**src/rtl/pipeline_register.sv**
```systemverilog
// pipeline_register
// Single-stage valid/ready register slice with a skid entry. Data, valid and
// ready are all driven from flops, so the producer and consumer timing paths
// are fully decoupled while one word per cycle still flows.
module pipeline_register #(
   parameter int DATA_WIDTH = 32
) (
   input  logic                  clk,
   input  logic                  reset_n,
   input  logic                  in_valid,
   output logic                  in_ready,
   input  logic [DATA_WIDTH-1:0] in_data,
   output logic                  out_valid,
   input  logic                  out_ready,
   output logic [DATA_WIDTH-1:0] out_data
);

   typedef enum logic [1:0] {
      EMPTY = 2'd0,
      BUSY  = 2'd1,
      FULL  = 2'd2
   } state_t;

   state_t                state;
   logic [DATA_WIDTH-1:0] skid;
   logic                  in_xfer;
   logic                  out_xfer;

   assign in_xfer  = in_valid && in_ready;
   assign out_xfer = out_valid && out_ready;

   // Occupancy FSM; out_data is the main register and skid catches the word
   // accepted while the consumer stalls, so in_ready can stay registered.
   always_ff @(posedge clk or negedge reset_n) begin
      if (!reset_n) begin
         state     <= EMPTY;
         out_valid <= 1'b0;
         in_ready  <= 1'b1;
         out_data  <= '0;
         skid      <= '0;
      end else begin
         case (state)
            EMPTY: begin
               if (in_xfer) begin
                  state     <= BUSY;
                  out_data  <= in_data;
                  out_valid <= 1'b1;
                  in_ready  <= 1'b1;
               end
            end
            BUSY: begin
               if (in_xfer && out_xfer) begin
                  // Pass-through: occupancy stays at one, main takes new word.
                  out_data <= in_data;
               end else if (in_xfer) begin
                  state    <= FULL;
                  skid     <= in_data;
                  in_ready <= 1'b0;
               end else if (out_xfer) begin
                  // out_data keeps the last word; only valid drops.
                  state     <= EMPTY;
                  out_valid <= 1'b0;
               end
            end
            FULL: begin
               // in_ready is low here, so only the drain path matters.
               if (out_xfer) begin
                  state    <= BUSY;
                  out_data <= skid;
                  in_ready <= 1'b1;
               end
            end
            default: begin
               state     <= EMPTY;
               out_valid <= 1'b0;
               in_ready  <= 1'b1;
            end
         endcase
      end
   end

endmodule

```
**config.mk**
```make
export PLATFORM = sky130hd
export DESIGN_NAME = pipeline_register
export DESIGN_NICKNAME = d
export VERILOG_FILES = /design/src/rtl/pipeline_register.sv
export SDC_FILE = /design/constraint.sdc
export NUM_CORES = 1
export LEC_CHECK = 0
export CORE_UTILIZATION = 51
export CTS_BUF_LIST = sky130_fd_sc_hd__clkbuf_8
export DETAILED_ROUTE_END_ITERATION = 8
export PLACE_DENSITY = 0.78
export SYNTH_ARGS = -nofsm -noshare
export SYNTH_HDL_FRONTEND = slang
export SYNTH_SLANG_ARGS = --single-unit
```
**constraint.sdc**
```tcl
create_clock -name clk -period 2.1 [get_ports clk]
set_input_delay 0.42 -clock clk [delete_from_list [all_inputs] [get_ports clk]]
set_output_delay 0.42 -clock clk [all_outputs]
set_load 0.02 [all_outputs]
```
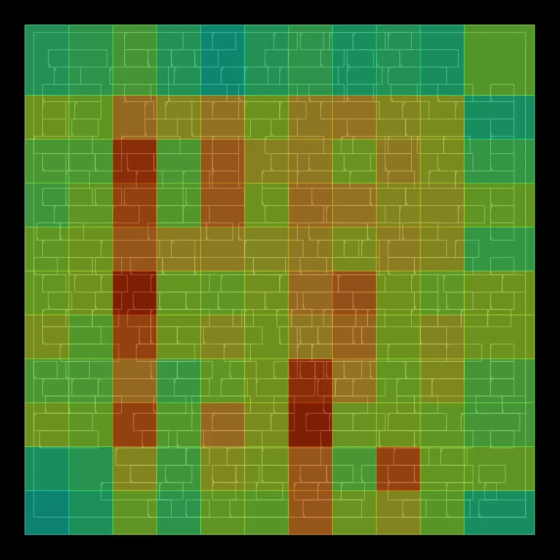
Fig. 1. Routing congestion.
Most Used Layer, Global Route: met2
M3 GR Usage: 4.20%
Global Route Usage Sum: 20.2%

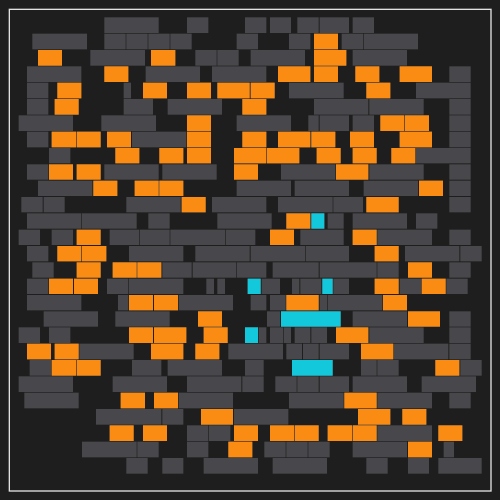
Fig. 2. Logic cells by family.
Drawn at 6 px/micron.
[aoi and oai cells] cyan | cells: 6 | most used: o22ai_1
[mux cells] orange | cells: 96 | most used: mux2_2 | where: all over the die
logic gate fraction of the total cell area: 31.7%
non-filler instance count after layout: 354

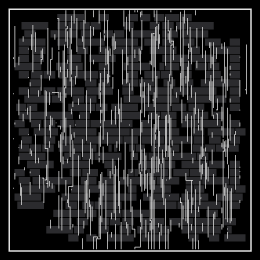
Fig. 3. Met2 routing.
Drawn at 3 px/micron. Cells faint in the background.
nets with wire on the layer: 287
wire length on this layer: 2640 microns
main direction: vertical
share of all routed wire: 46%
Total Routed Length: 5740 microns
met2 Resource Use GR: 31.9%

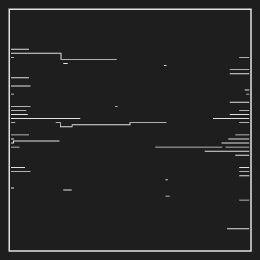
Fig. 4. Metal 3.
Drawn at 3 px/micron.
longest straight run: 22.8 microns
main direction: horizontal
nets with wire on the layer: 40
via count: 1803

==> Slide: Implementation Results <==
Run Summary

Worst setup path
  • Max incr delay on CP: 0.62 ns
  • Crit path cell chain: clkdlybuf4s50_1
  • CP Buf/Inv Count: 1
  • CP Launch Point: in_ready
  • Endpoint class of the critical path: output port
  • Data arrival, critical path: 1.53 ns
  • Reg2Reg Setup Slack: 0.27 ns
  • Worst path top cell family by delay: buffers and inverters
  • CP startpoint kind: register
  • Reg-to-Reg Start: state[1]
  • Type of the worst setup path: reg -> out
  • Crit Path Max Fanout: 4

Finish
  • Area grow syn2layout: 33.1%
  • Util after Layout: between 70 and 80%
  • Top cells excl fill/tap: mux2_2, clkdlybuf4s50_1, dfrtp_1, mux2_4, clkbuf_8
  • Antenna Cells: 0
  • Fillers: 424
  • Logic area: around 1300 sq um
  • Flop area: 1700 sq um
  • Layout cells sized above 1: between 40 and 50%
  • Most numerous logic cell after layout: mux2_2

Final timing
  • Slew @ Worst Pin: approximately 0.36 ns
  • Final setup margin: approximately 0.15 ns
  • Final setup viols: 0
  • Hold Violations, Final: 0
  • Skew final: 0.00767 ns
  • Final hold slack: about 0.09 ns
  • Crit share post-route: between 90% and 100%
  • Final Max Tran Viols: 0
  • Crit path time final: around 2 ns
  • Unrepaired setup endpoints after global routing: false
  • Fmax: around 500 MHz
  • TNS Setup: 0 ns
  • Relative slew slack: 75.7%

Floorplanning
  • Chip Height: between 80 and 90 microns
  • Core Region: 5890 sq um
  • Num rows: 28
  • FP Core Util: 52.8%
  • Die span in x: 80.1 microns

Synthesis
  • Post-Syn Area: 3110 sq um
  • Seq cells post-synth: 68
  • Avg Inst Size Synth: about 16 sq um
  • Distinct lib cells: 20
  • Synth Seq Share: 54.8%
  • Synthesis Warnings: 0
  • Cells after Synth: around 190
  • Syn_nets: 229

Drt
  • DRC: 0
  • DRT Pass-1 Iters: 4
  • WL/cell: between 15 and 20 microns
  • DRT antenna net count: 0
  • 1st-iter DRT viols: about 93
  • Vias/cell: 5.09

Place
  • Area post-placement: a little under 4000 sq um
  • Placed cells: 338
  • Port bufs: a little under 70
  • Placer Congestion: between 0.7 and 0.8
  • Placement Setup Slack: -0.0344 ns

Clock network
  • Clk_lat worst skew: 0.34 ns
  • Num Clock Sinks: 68
  • TritonCTS clock tree: yes
  • CTS root buffer: clkbuf_8
  • Hold-fix buffers, CTS: 0
  • Worst-path clk slew: 0.07 ns
  • Total CTS buffers: 9
  • Post-CTS Resized: 0
  • Post-CTS Setup Repair Bufs: 0
  • H-tree Lvls: 3

Run status
  • Status: complete, no violations

Job
  • Max_cap viols: 0

Global routing
  • Vias in the first global route: 1930
  • Global-route wire length before repair: 9600 microns
  • Largest net degree at the start of global routing: 69

Power and ir drop
  • Int Power: 2.00 mW
  • Logic pwr share: roughly 5.6%
  • Pwr Density: 612 nW/um^2
  • Pwr Total: ~2.5 mW
  • Clock power frac: 42.7%
  • Sequential power share: 51.7%
## layout make-up
cell class	instances	share of cell area, %
clock buffer	11	3.66
inverter	2	0.182
tap	75	2.27
multi-input combinational	113	31.7
clock inverter	5	1.24
sequential	68	41.2
timing repair buffer	80	19.8
## routing by layer
| layer | GRT usage [%] | up-vias | wire [microns] |
|---|---|---|---|
| li1 | - | 860 | - |
| met1 | 26.6 | 885 | 2680 |
| met2 | 31.9 | 49 | 2640 |
| met3 | 4.20 | 9 | 312 |
| met4 | 10.0 | 0 | 101 |
| met5 | 0 | - | 0 |
## flip-flops by register name (all words and copies together) (netlist names)
| signal | count |
|---|---|
| out_data | 32 |
| skid | 32 |
| state | 2 |
| in_ready | 1 |
| out_valid | 1 |
## cells by family after synthesis
logic type / count (synthesis) / synth area share [%]
DFF: 68 / 54.8
muxes: 96 / 37.1
and+or+nand+nor: 8 / 1.77
AOI/OAI and AO/OA: 8 / 2.78
buffers and inverters: 12 / 3.26
xor gates and xnor gates: 1 / 0.282
## path summary, 6_finish.rpt
check	to	depth (start not counted)
setup / recovery	in_ready	1
hold / removal	skid[16]	2
setup reg to reg	out_data[9]	4
hold reg to reg	skid[25]	1
max in group asynchronous	in_ready	2
min in group clk	skid[25]	1
## cell usage after synthesis
cell / n / area share, %
mux2_2: 74 / 27
nor2b_1: 2 / 0.40
a21o_1: 1 / 0.24
buf_2: 3 / 0.48
o22a_1: 1 / 0.28
inv_1: 2 / 0.24
xor2_1: 1 / 0.28
a21boi_4: 1 / 0.60
dfrtp_1: 67 / 54
dfstp_2: 1 / 0.85
o32ai_4: 1 / 0.89
nand2_1: 4 / 0.48
buf_6: 7 / 2.5
a21oi_1: 1 / 0.16
nand2b_1: 1 / 0.20
a31oi_1: 1 / 0.20
mux2_1: 3 / 1.1
o22ai_1: 2 / 0.40
mux2_4: 19 / 9.2
nand4_4: 1 / 0.68
## power groups by stage
| stage | logic (mW) | clock network, mW | registers (mW) |
|---|---|---|---|
| 6_report | 0.142 | 1.08 | 1.31 |
| 2_1_floorplan | 0.0327 | 0 | 1.33 |
| 5_1_grt | 0.156 | 1.15 | 1.31 |
| 3_5_place_dp | 0.144 | 0 | 1.33 |
| 4_1_cts | 0.146 | 1.11 | 1.31 |
| 3_3_place_gp | 0.143 | 0 | 1.33 |
No activity file was given, so power comes from the tool's default toggle rates.
